[config.mk]
export PLATFORM = sky130hd
export DESIGN_NAME = ram_responder
export DESIGN_NICKNAME = d
export VERILOG_FILES = /design/src/rtl/ram_responder.sv
export SDC_FILE = /design/constraint.sdc
export NUM_CORES = 2
export LEC_CHECK = 0
export CAP_MARGIN = 5
export CORE_UTILIZATION = 25
export DETAILED_ROUTE_END_ITERATION = 7
export PLACE_DENSITY = 0.4
export SYNTH_ARGS = -nofsm -noshare
export SYNTH_HDL_FRONTEND = slang
export SYNTH_SLANG_ARGS = --single-unit
[constraint.sdc]
create_clock -name clk -period 4 [get_ports clk]
set_clock_uncertainty 0.1 [all_clocks]
set_input_delay 0.4 -clock clk [delete_from_list [all_inputs] [get_ports clk]]
set_output_delay 0.4 -clock clk [all_outputs]
set_load 0.05 [all_outputs]
[src/rtl/ram_responder.sv]
// Wait-state RAM responder: latches one access request, waits WAIT_CYCLES cycles,
// performs the read or write, then pulses ack (and err for an illegal fetch-side write).
module ram_responder #(
  parameter int DATA_WIDTH  = 16,
  parameter int ADDR_WIDTH  = 8,
  parameter int WAIT_CYCLES = 1
) (
  input  logic                  clk,
  input  logic                  reset,
  input  logic                  req,
  input  logic                  msel,
  input  logic                  mwrite,
  input  logic [ADDR_WIDTH-1:0] pc_addr,
  input  logic [ADDR_WIDTH-1:0] c_addr,
  input  logic [DATA_WIDTH-1:0] wdata,
  output logic [DATA_WIDTH-1:0] mdata,
  output logic                  ack,
  output logic                  err,
  output logic                  busy
);

  localparam int         DEPTH     = 1 << ADDR_WIDTH;
  localparam logic [3:0] WAIT_LOAD = 4'(WAIT_CYCLES);

  typedef enum logic [1:0] {
    S_IDLE,
    S_WAIT,
    S_ACCESS,
    S_RESP
  } state_t;

  state_t                r_state;
  state_t                w_next;
  logic [3:0]            r_cnt;
  logic [ADDR_WIDTH-1:0] r_addr;
  logic                  r_write;
  logic                  r_sel;
  logic [DATA_WIDTH-1:0] r_wdata;
  logic [DATA_WIDTH-1:0] r_mdata;
  logic [DATA_WIDTH-1:0] r_mem [DEPTH];

  logic                  w_accept;
  logic                  w_mem_we;
  logic                  w_rd_en;

  always_ff @(posedge clk) begin
    if (reset) begin
      r_state <= S_IDLE;
    end else begin
      r_state <= w_next;
    end
  end

  always_comb begin
    w_next   = r_state;
    w_accept = 1'b0;
    case (r_state)
      S_IDLE: begin
        if (req) begin
          w_accept = 1'b1;
          w_next   = (WAIT_CYCLES == 0) ? S_ACCESS : S_WAIT;
        end
      end
      S_WAIT: begin
        if (r_cnt <= 4'd1) begin
          w_next = S_ACCESS;
        end
      end
      S_ACCESS: w_next = S_RESP;
      S_RESP:   w_next = S_IDLE;
      default:  w_next = S_IDLE;
    endcase
  end

  // Request fields are captured only on acceptance, so input changes while busy are ignored.
  always_ff @(posedge clk) begin
    if (reset) begin
      r_cnt   <= '0;
      r_addr  <= '0;
      r_write <= 1'b0;
      r_sel   <= 1'b0;
      r_wdata <= '0;
    end else if (w_accept) begin
      r_cnt   <= WAIT_LOAD;
      r_addr  <= msel ? c_addr : pc_addr;
      r_write <= mwrite;
      r_sel   <= msel;
      r_wdata <= wdata;
    end else if (r_state == S_WAIT) begin
      r_cnt   <= r_cnt - 4'd1;
    end
  end

  // Fetch-side writes are suppressed; reset in the ACCESS cycle also blocks the write.
  assign w_mem_we = (r_state == S_ACCESS) && r_write && r_sel && !reset;
  assign w_rd_en  = (r_state == S_ACCESS) && !r_write;

  always_ff @(posedge clk) begin
    if (w_mem_we) begin
      r_mem[r_addr] <= r_wdata;
    end
  end

  always_ff @(posedge clk) begin
    if (reset) begin
      r_mdata <= '0;
    end else if (w_rd_en) begin
      r_mdata <= r_mem[r_addr];
    end
  end

  assign mdata = r_mdata;
  assign ack   = (r_state == S_RESP);
  assign err   = (r_state == S_RESP) && r_write && !r_sel;
  assign busy  = (r_state != S_IDLE);

endmodule

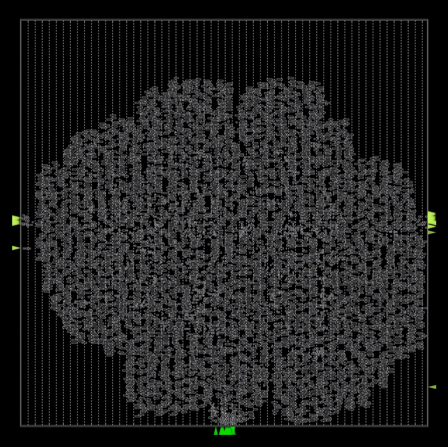
*Placement view*
tap cells: 8379
Rows: 292
post-layout utilization of the core: 0.302
Core Area: 0.633 mm2

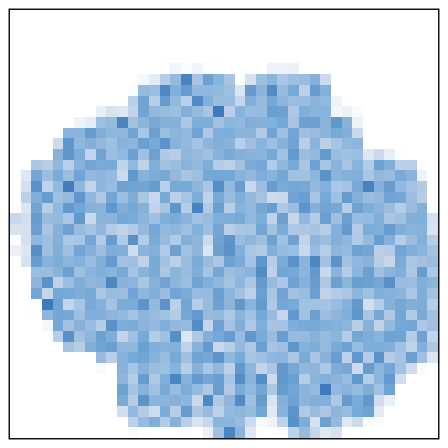
*Cell density map*
The die is cut into 40 by 40 equal tiles; white is low, dark blue is high, 0 to 100% covered.
The fullest tile reaches 70%. 32% of the tiles are nearly empty. The mean over all tiles is 28%.

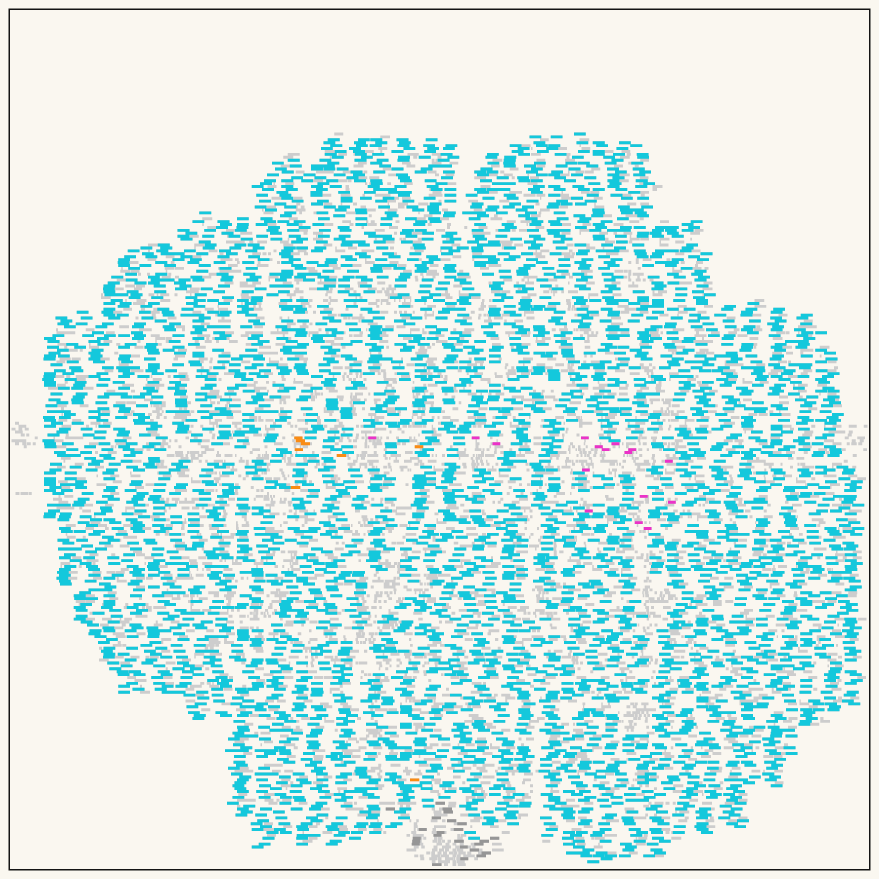
*Where the registers sit*
Other sequential cells in the stronger gray, the rest of the logic in the fainter gray.
Cyan is r_mem, placed flops 4096. Orange is r_addr, placed flops 8. Magenta is mdata, placed flops 16.
Another 24 sequential cells are not colored.
P_seq: 50.8 mW
Reg area: 0.124 mm2
fraction of area in registers: 0.648

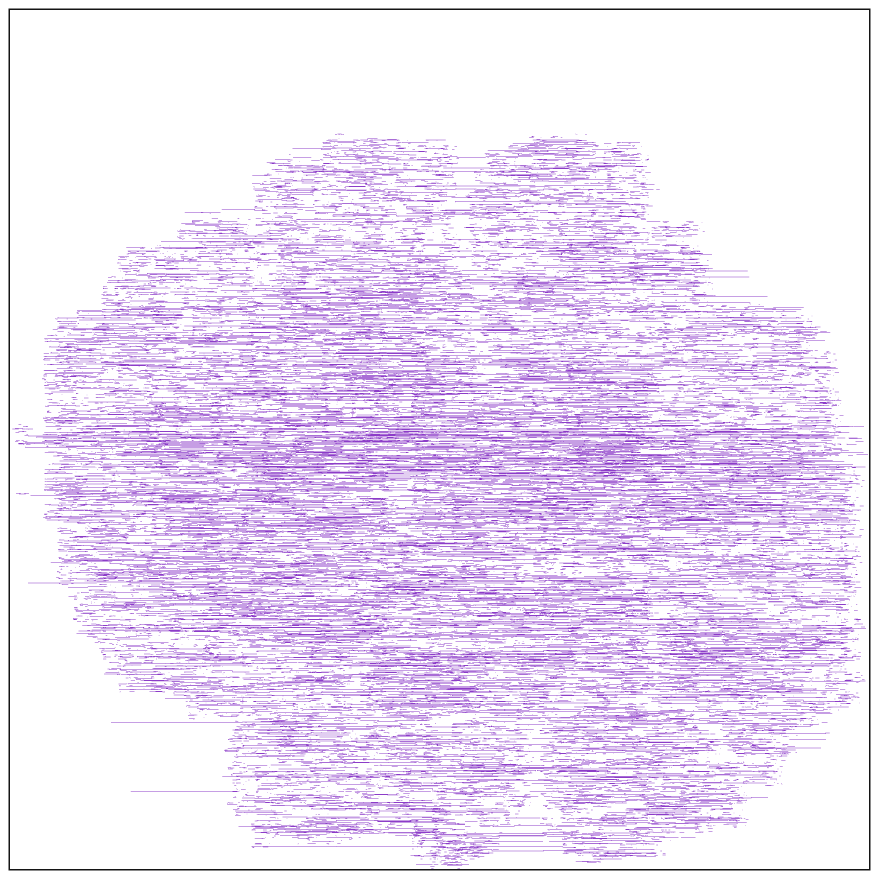
*The metal 1 layer*
The layer holds 44% of the routed length. The longest straight run is 131 um. The wires run mostly horizontal.

==> impl_metrics.yaml <==
# implementation run metrics
hold_path:
  hold_start: "pc_addr[1]"
  hold_end: "r_addr[1]"
final_timing:
  finalCritPeriodShare: 0.978
  setup_viol: 0
  fmax_mhz: 256
  hold_viol_final: 0
synth:
  post_synth.cell_area_avg_um2: 22.7
  ys_types: 60
  synthCells: 7001
  syn_nets: 7044
  async_flop_share: 0
  dominantRegCellSynth: "edfxtp_1"
placement:
  io_buffer_count: 55
  dp_slack_ns: -0.288
cells_and_area:
  n_fill_cell: 61100
  area_delta_synth_final_pct: 20.4
  design_area_mm2: 0.191
  drive_above_1_share: 0.326
drt:
  ant_nets: 0
  wl_met3_um: 25800
  drc: 0
critical_path:
  worstRegToRegCells: 11
  reg2reg_slack_ns: 0.09
  crit_top_cell: "buf_4"
floorplan:
  chipArea_mm2: 0.639
power_and_ir_drop:
  power_mw: 109
  internal_power_mw: 78.9
  p_per_area_mw_per_mm2: 571
clock_network:
  clkTransAtPathRegs_ns: 0.06
run:
  cap_violations: 0
run_status:
  status: "complete, no violations"
global_route:
  grt_remaining_overflow: 0
==> worst max-delay path by stage <==
stage                         start       endpoint  slack, ns  cells after the start
after floorplan           r_addr[0]  r_mem[147][0]      -0.05                     10
after global placement    r_addr[0]       mdata[1]      -0.31                      9
after detailed placement  r_addr[0]       mdata[1]      -0.29                      9
after CTS                 r_addr[1]       mdata[1]       0.01                      9
after global routing      r_addr[3]       mdata[5]       0.04                     11
final                     r_addr[3]       mdata[5]       0.09                     11
==> power by group through the flow <==
stage	sequential (mW)	clock, mW	combinational (mW)
after CTS	50.8	40.6	19.3
after global routing	50.8	42.2	19.8
final	50.8	39.6	18.9
after global placement	51.7	0	19.0
after floorplan	52.4	0	8.65
after detailed placement	51.7	0	19.2
==> repair_timing <==
| action | 4_1_cts | 5_1_grt |
|---|---|---|
| gates resized | 2 | 1 |
| hold endpoints to repair | 33 | 0 |
| hold buffers | 20 | 0 |
| endpoints found under the setup margin | 4 | 3 |
| pin swaps | 1 | 1 |
| setup buffers | 5 | 3 |
==> cells in the mapped netlist, types with 27 or more instances <==
cell	n	area, um2
nor2_1	311	1170
buf_6	31	349
mux2i_1	347	3470
a21oi_1	34	170
mux4_2	1033	23300
o21ai_0	31	155
a22oi_1	145	1090
nand2_1	77	289
nor3_1	27	135
edfxtp_1	4096	123000
buf_1	49	184
o22ai_1	63	394
dfxtp_1	48	961
buf_4	64	480
clkbuf_1	145	544
nand3_1	79	395
buf_2	116	581
==> cells by family after synthesis <==
family / count (synthesis)
simple gates: 583
fa+ha+maj: 6
flops: 4144
buf+inv: 419
xor+xnor: 3
mux: 1381
compound gates: 465
==> cells in the final DEF (no fill, tap or decap), types with 15 or more instances in the layout <==
cell,count
buf_12,174
clkdlybuf4s50_1,53
and3_1,17
o22ai_1,63
dfxtp_1,24
mux4_2,1033
o221ai_1,22
a22o_1,26
nor4_1,24
o22a_1,24
dlygate4sd3_1,20
mux2i_1,346
a21oi_1,33
dfxtp_4,21
a221oi_1,26
edfxtp_1,4096
nand3_1,67
bufinv_16,20
buf_4,693
clkinv_16,15
o21ai_0,31
nor2_2,157
clkbuf_1,131
clkinv_2,64
a31oi_1,16
nor2_1,151
nand2_1,76
a22oi_1,145
clkinv_1,100
clkbuf_16,448
==> sequential cells by signal (all words and copies together) (netlist names) <==
signal / cells
mdata: 16
r_addr: 8
r_cnt: 4
r_mem: 4096
r_sel: 1
r_state: 2
r_wdata: 16
r_write: 1
==> metrics by stage <==
step            util  setup TNS [ns]  hold WS [ns]
2_1_floorplan      -          -0.759         0.366
3_3_place_gp   0.280          -0.685         0.379
3_5_place_dp   0.280          -0.639         0.395
4_1_cts        0.302               0       0.00789
5_1_grt        0.302               0        0.0737
6_report       0.302               0        0.0464
==> area by class of cell <==
class / instances / area share
multi-input cells: 2438 / 0.175
flip-flops and latches: 4144 / 0.648
inverters: 14 / 0.000288
well taps: 8379 / 0.0548
diodes: 7 / 0.0000915
clock buffers: 588 / 0.0618
clock inverters: 225 / 0.0105
repair buffers: 944 / 0.0494
==> critical path: cells and delay by family (launching register included) <==
family	cells	cell delay [ns]
DFF	1	0.67
and+or+nand+nor	1	0.67
AOI/OAI and AO/OA	4	0.78
buffers and inverters	6	1.50
No activity file was given, so power comes from the tool's default toggle rates.
